## src/rtl/if_icache_responder.sv

```systemverilog
// Direct-mapped, read-only instruction cache in front of the fetch port.
// Hits are answered combinationally; a miss runs one 128-bit line fill.
module if_icache_responder #(
  parameter int NUM_LINES = 8
) (
  input  logic         clk,
  input  logic         reset_n,
  input  logic         read_a,
  input  logic [15:0]  address_a,
  output logic         resp_a,
  output logic [15:0]  rdata_a,
  input  logic         flush,
  output logic         pmem_read,
  output logic [15:0]  pmem_address,
  input  logic         pmem_resp,
  input  logic [127:0] pmem_rdata
);

  localparam int INDEX_W = $clog2(NUM_LINES);
  localparam int TAG_W   = 12 - INDEX_W;

  typedef enum logic {IDLE, FILL} state_t;

  state_t              state_reg, state_next;
  logic [11:0]         fill_line_reg, fill_line_next;
  logic                flush_pending_reg, flush_pending_next;
  logic [NUM_LINES-1:0] valid_reg;

  logic [TAG_W-1:0]    tag_mem  [NUM_LINES];
  logic [127:0]        data_mem [NUM_LINES];

  logic [2:0]          req_offset;
  logic [INDEX_W-1:0]  req_index;
  logic [TAG_W-1:0]    req_tag;
  logic [INDEX_W-1:0]  fill_index;
  logic [TAG_W-1:0]    fill_tag;
  logic [127:0]        lookup_line;
  logic                hit;
  logic                fill_done;
  logic                unused_byte_bit;

  assign req_offset      = address_a[3:1];
  assign req_index       = address_a[3+INDEX_W:4];
  assign req_tag         = address_a[15:4+INDEX_W];
  assign fill_index      = fill_line_reg[INDEX_W-1:0];
  assign fill_tag        = fill_line_reg[11:INDEX_W];
  assign unused_byte_bit = address_a[0];

  assign lookup_line = data_mem[req_index];
  assign hit         = read_a & valid_reg[req_index] & (tag_mem[req_index] == req_tag);
  assign fill_done   = (state_reg == FILL) & pmem_resp;

  always_ff @(posedge clk or negedge reset_n) begin
    if (!reset_n) begin
      state_reg         <= IDLE;
      fill_line_reg     <= '0;
      flush_pending_reg <= 1'b0;
    end else begin
      state_reg         <= state_next;
      fill_line_reg     <= fill_line_next;
      flush_pending_reg <= flush_pending_next;
    end
  end

  always_comb begin
    state_next         = state_reg;
    fill_line_next     = fill_line_reg;
    flush_pending_next = flush_pending_reg;
    resp_a             = 1'b0;
    rdata_a            = '0;
    pmem_read          = 1'b0;
    pmem_address       = {fill_line_reg, 4'b0000};
    case (state_reg)
      IDLE: begin
        flush_pending_next = 1'b0;
        if (hit) begin
          resp_a  = 1'b1;
          rdata_a = lookup_line[{req_offset, 4'b0000} +: 16];
        end else if (read_a) begin
          fill_line_next = address_a[15:4];
          state_next     = FILL;
        end
      end
      FILL: begin
        // Lookups are blocked for the whole fill, even for resident lines.
        pmem_read = 1'b1;
        if (flush) flush_pending_next = 1'b1;
        if (pmem_resp) begin
          state_next         = IDLE;
          flush_pending_next = 1'b0;
        end
      end
      default: state_next = IDLE;
    endcase
  end

  // A flush seen at any point during the fill keeps the new line invalid.
  generate
    for (genvar gi = 0; gi < NUM_LINES; gi++) begin : g_valid
      localparam logic [INDEX_W-1:0] LINE_ID = INDEX_W'(gi);
      logic valid_bit_reg;
      always_ff @(posedge clk or negedge reset_n) begin
        if (!reset_n) begin
          valid_bit_reg <= 1'b0;
        end else if (flush) begin
          valid_bit_reg <= 1'b0;
        end else if (fill_done && (fill_index == LINE_ID) && !flush_pending_reg) begin
          valid_bit_reg <= 1'b1;
        end
      end
      assign valid_reg[gi] = valid_bit_reg;
    end
  endgenerate

  always_ff @(posedge clk) begin
    if (fill_done) begin
      tag_mem[fill_index]  <= fill_tag;
      data_mem[fill_index] <= pmem_rdata;
    end
  end

endmodule

```

## config.mk

```make
export PLATFORM = sky130hd
export DESIGN_NAME = if_icache_responder
export DESIGN_NICKNAME = d
export VERILOG_FILES = /design/src/rtl/if_icache_responder.sv
export SDC_FILE = /design/constraint.sdc
export NUM_CORES = 1
export LEC_CHECK = 0
export CAP_MARGIN = 15
export CORE_MARGIN = 2
export CORE_UTILIZATION = 49
export CTS_CLUSTER_DIAMETER = 60
export CTS_CLUSTER_SIZE = 24
export DETAILED_ROUTE_END_ITERATION = 6
export GPL_ROUTABILITY_DRIVEN = 0
export PLACE_DENSITY = 0.66
export SKIP_CTS_REPAIR_TIMING = 1
export SLEW_MARGIN = 10
export SYNTH_ARGS = -nofsm -noshare
export SYNTH_HDL_FRONTEND = slang
export SYNTH_SLANG_ARGS = --single-unit
```

## constraint.sdc

```tcl
create_clock -name clk -period 14.65 [get_ports clk]
set_input_delay 3.6625 -clock clk [delete_from_list [all_inputs] [get_ports clk]]
set_output_delay 3.6625 -clock clk [all_outputs]
set_load 0.01 [all_outputs]
```

==> flow_metrics.tcl, run 1 <==
# metrics dict for downstream scripts
set metrics [dict create \
    outcome "finished clean" \
    setup.worst_path.end_class "output pin" \
    combAreaFraction_pct 18.2 \
    power.total_mw 6.34 \
    yosysMostFrequentCell "sky130_fd_sc_hd__edfxtp_1" \
    top_cells_by_area "sky130_fd_sc_hd__edfxtp_1, sky130_fd_sc_hd__mux4_2, sky130_fd_sc_hd__dfrtp_1" \
    total_negative_setup_slack_ps 0 \
    core_area_um2 86500 \
    clockNetworkPower_mw 2.19 \
    post_synthesis_instance_area_um2 42700 \
    critical_path.reg2reg.startpoint "fill_line_reg[2]$_DFFE_PN0P_" \
    cts_htree_levels 3 \
    netSwitchingPower_mw 1.42 \
    tightest_slew_ps 1090 \
    routed-via-count 18400 \
    cpLargestDelayFamily "buffers and inverters" \
    top_usage_layer "met2" \
    p_int_mw 4.91 \
    tritoncts.num_buffers 74 \
    dieWidth_um 299 \
    ff_count 1118 \
    insertedDiodeCount 7 \
    r2r_setup_slack_ps 10900 \
    final_layout_top_logic_cells "sky130_fd_sc_hd__edfxtp_1, sky130_fd_sc_hd__mux4_2, sky130_fd_sc_hd__clkdlybuf4s50_1" \
    route.met3.wl_mm 6.03 \
    final_worst_path_period_need_ps 11310 \
    area.sequential_um2 33500 \
    drv.max_cap_violation_count 0 \
    gr-usage-met2_pct 33.6 \
    fp.dieArea_um2 89400 \
    hold-path-cell-count 2 \
    timing.final.hold_violations 0 \
    common_cells "sky130_fd_sc_hd__edfxtp_1, sky130_fd_sc_hd__mux4_2, sky130_fd_sc_hd__buf_2" \
    min_period_over_period_pct 77.2 \
    seq_share_pct 69.3 \
    regToRegEndpoint "data_mem[6][97]$_DFFE_PP_" \
    sw_frac_of_total_pct 22.5 \
    clkTransAtPathRegs_ps 80 \
    multiInputGateArea_um2 8770 \
    hold_slack_ps 508 \
    grt_max_degree 131 \
    number_of_library_cell_types_mapped_by_synthesis 33 \
    combinational_group_share_of_total_power_pct 7.3 \
    first_global_vias 19100 \
    tap-cell-count 1155 \
    yosys.stat.chipArea_um2 42700 \
    inverters 2 \
    synthSimpleGateAreaFrac_pct 0.789 \
    final_setup_margin_ps 3340 \
    crit_path_cell_trace "buf_8, buf_12, mux4_2, mux4_2, mux4_2, nor2b_1, clkdlybuf4s50_1" \
    hpwlAfterDp_mm 50.7 \
    powerDensity_nw_per_um2 131 \
    placedInstanceArea_um2 45700 \
    globalRouteMet1Util_pct 28.3 \
    layout.area.top_class "sequential cells" \
    worst_setup_path_start_kind "input port" \
    timing.final.setup_violations 0 \
    timing.critical_path.to "rdata_a[6]" \
    pre_cts_ws_ps 3270 \
    ys_async_sr_fraction_pct 1.97 \
    crit_path_max_incr_delay_ps 680 \
    drc_errors 0 \
    synth-warning-count 0 \
    cell_at_the_slowest_stage_of_the_critical_path "sky130_fd_sc_hd__buf_8" \
    wl_met2_mm 45.2 \
    drt-total-wl_mm 89.2 \
    fraction_of_synthesized_cell_area_in_xor_and_xnor_cells_pct 0.164 \
    max-vdd-ir-drop_uv 78.5 \
    p_comb_uw 461 \
]
Figure 1. Signal wires on met1 (run 1).
Bar = 100 um. Cells faint in the background.
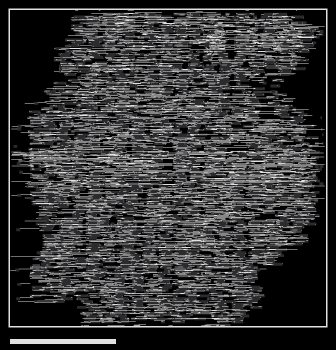
The layer carries 36.2 mm of wire. 1955 nets have wire on it.

Figure 2. M2 wires (run 1).
Cells faint in the background.
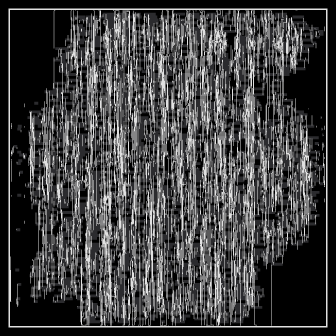
1878 nets have wire on it. The longest straight run is 138 um. The wires run mostly vertical. The layer holds 51% of the routed length. The layer carries 45.2 mm of wire.

Figure 3. Signal wires on met3 (run 1).
Bar = 100 um. Cells faint in the background.
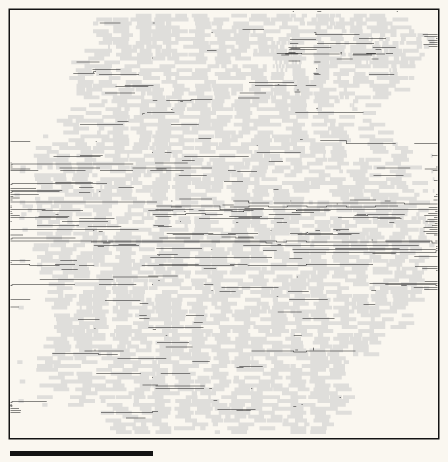
The longest straight run is 122 um. 181 nets have wire on it. The layer carries 6030 um of wire. The wires run mostly horizontal. The layer holds 6.8% of the routed length.

==> run 1 -> run 2 <==
==> constraint.sdc (replaced) <==
create_clock -name clk -period 10 [get_ports clk]
set_input_delay 2.5 -clock clk [delete_from_list [all_inputs] [get_ports clk]]
set_output_delay 2.5 -clock clk [all_outputs]
set_load 0.01 [all_outputs]
Figure 4. Signal wires on met3 (run 2).
Bar = 100 um. Cells faint in the background.
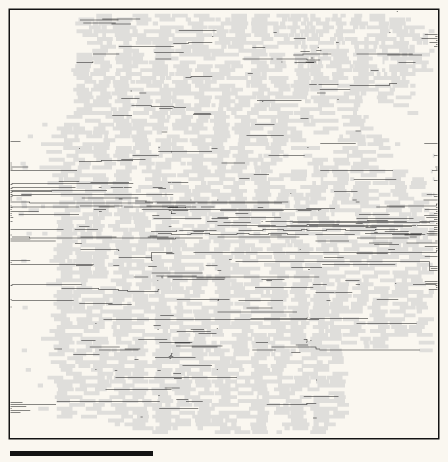
The longest straight run is 170 um. 195 nets have wire on it. The layer holds 7.4% of the routed length. The layer carries 6640 um of wire.

==> run 2 against run 1 <==
Effect of this change: worst hold slack got worse by 5.6 ps; clock skew increased by 5.9 ps; sequential cell count stayed put; cell count about the same; core utilization increased by 0.19 points; die area stayed put; critical path depth grew 2; count of clock-buffer cells in the layout shrank 4; critical path type unchanged; largest power group unchanged.
==> flow_metrics.tcl, run 2 <==
# metrics dict for downstream scripts
set metrics [dict create \
    initial_utilization_pct 49.3 \
    fp.dieArea_um2 89400 \
    final_layout_top_logic_cells "sky130_fd_sc_hd__edfxtp_1, sky130_fd_sc_hd__mux4_2, sky130_fd_sc_hd__clkdlybuf4s50_1" \
    hold_slack_ps 503 \
    muxShareOfSynthArea_pct 19.1 \
    combinational_group_share_of_total_power_pct 7.3 \
    num-fill-cells 6251 \
    avgRoutedWirePerCell_um 29.0 \
    share_clk_of_total_power_pct 34.4 \
    layout.area.top_class "sequential cells" \
    clockBufferDepth 3 \
    pre_cts_ws_ps 1350 \
    sw_frac_of_total_pct 22.6 \
    p_comb_uw 678 \
    routed-via-count 18400 \
    tritoncts.num_buffers 73 \
    power.total_mw 9.26 \
    fraction_of_synthesized_cell_area_in_xor_and_xnor_cells_pct 0.164 \
    combAreaFraction_pct 18.1 \
    crit_path_max_incr_delay_ps 640 \
    worstRegToRegCells 5 \
    hpwlAfterDp_mm 51.3 \
    tap-cell-count 1155 \
    clock.latency.late_pin_ps 630 \
    cell_at_the_slowest_stage_of_the_critical_path "sky130_fd_sc_hd__clkdlybuf4s50_1" \
    min_period_over_period_pct 85.8 \
    cts_tree "built" \
    port_buffers 177 \
    timing.hold.worst.start "g_valid[4].valid_bit_reg$_DFFE_PN0P_" \
    drv.max_cap_violation_count 0 \
    critical_path.reg2reg.startpoint "fill_line_reg[0]$_DFFE_PN0P_" \
    timing.final.hold_violations 0 \
    router_iterations_before_antenna_repair 5 \
    slew_headroom_pct 30.7 \
    yosys-stat-cells 1686 \
    maxClockFrequency_mhz 117 \
    nets 2040 \
    inverters 2 \
    common_cells "sky130_fd_sc_hd__edfxtp_1, sky130_fd_sc_hd__mux4_2, sky130_fd_sc_hd__buf_2" \
    clock_buffer_count 78 \
    number_of_library_cell_types_mapped_by_synthesis 33 \
    final_worst_path_period_need_ps 8580 \
    top_power_group "sequential cells" \
    insertedDiodeCount 2 \
    drc_errors 0 \
    yosysMostFrequentCell "sky130_fd_sc_hd__edfxtp_1" \
    globalRouteMet1Util_pct 28.8 \
    setup.worst_path.end_class "output pin" \
    r2r_setup_slack_ps 6680 \
    grt_max_degree 122 \
    total_negative_setup_slack_ps 0 \
    layout-drive-gt1-share_pct 27.4 \
    top_cells_by_area "sky130_fd_sc_hd__edfxtp_1, sky130_fd_sc_hd__mux4_2, sky130_fd_sc_hd__dfrtp_1" \
    initialDrtViolationCount 2135 \
    timing.critical_path.to "rdata_a[9]" \
    std_cell_rows 108 \
    utilization_pct 56.1 \
    multiInputGateArea_um2 8770 \
    yosys.stat.chipArea_um2 42700 \
    numSynthFlops 1118 \
    top_usage_layer "met2" \
    synthSimpleGateAreaFrac_pct 0.789 \
    crit_path_cell_trace "buf_8, mux4_2, mux2i_1, o21ai_0, a211oi_1, nand4b_1, buf_4, nor2b_1, clkdlybuf4s50_1" \
    cpLargestDelayFamily "buffers and inverters" \
    area.sequential_um2 33500 \
    max-vdd-ir-drop_uv 115 \
    worst-path-max-fanout 76 \
    count_of_library_flops_with_an_enable_pin 1096 \
    worst_setup_path_start_kind "input port" \
    tightest_slew_ps 1040 \
    cts_htree_levels 3 \
    outcome "finished clean" \
    clockNetworkPower_mw 3.18 \
    netSwitchingPower_mw 2.09 \
    ff_count 1118 \
    clock_tree_area_fraction_pct 5.25 \
    powerDensity_nw_per_um2 191 \
    timing.setup.critical_path_class "input port to output pin" \
    cp_data_required_time_ps 7500 \
    num_io_pins 183 \
    worstHoldPathType "flip-flop to flip-flop" \
    synth_top_flop_cell "sky130_fd_sc_hd__edfxtp_1" \
    synth-warning-count 0 \
    ant_nets 0 \
    regToRegEndpoint "data_mem[3][63]$_DFFE_PP_" \
    hold-path-cell-count 2 \
    post-route-cell-area_um2 48500 \
    area_fraction_in_full_adders_half_adders_and_majority_gates_pct 0 \
    final_setup_margin_ps 1420 \
    clkTransAtPathRegs_ps 80 \
    placedInstanceArea_um2 45900 \
    tool_warnings 36 \
    ys_async_sr_fraction_pct 1.97 \
    gr-usage-met2_pct 32.6 \
    finClkSkew_ps 28.0 \
    timing.critical_path.arrival_ps 6080 \
    core_area_um2 86500 \
    p_int_mw 7.17 \
    areaGrowthSynthToFinish_pct 13.6 \
    postSynthAreaPerCell_um2 25.3 \
    die_height_um 299 \
    timing.final.setup_violations 0 \
    unrepaired_setup_endpoints_after_global_routing "no" \
    post_synthesis_instance_area_um2 42700 \
    drt-total-wl_mm 90.1 \
    first_global_vias 19200 \
    dieWidth_um 299 \
    largest_register_ff_count 1024 \
    gr-usage-met3_pct 4.95 \
    route.met3.wl_mm 6.64 \
    wl_met2_mm 44.4 \
    worst_hold_path_endpoint "g_valid[4].valid_bit_reg$_DFFE_PN0P_" \
    seq_share_pct 69.0 \
]
Power and IR drop assume default switching activity.
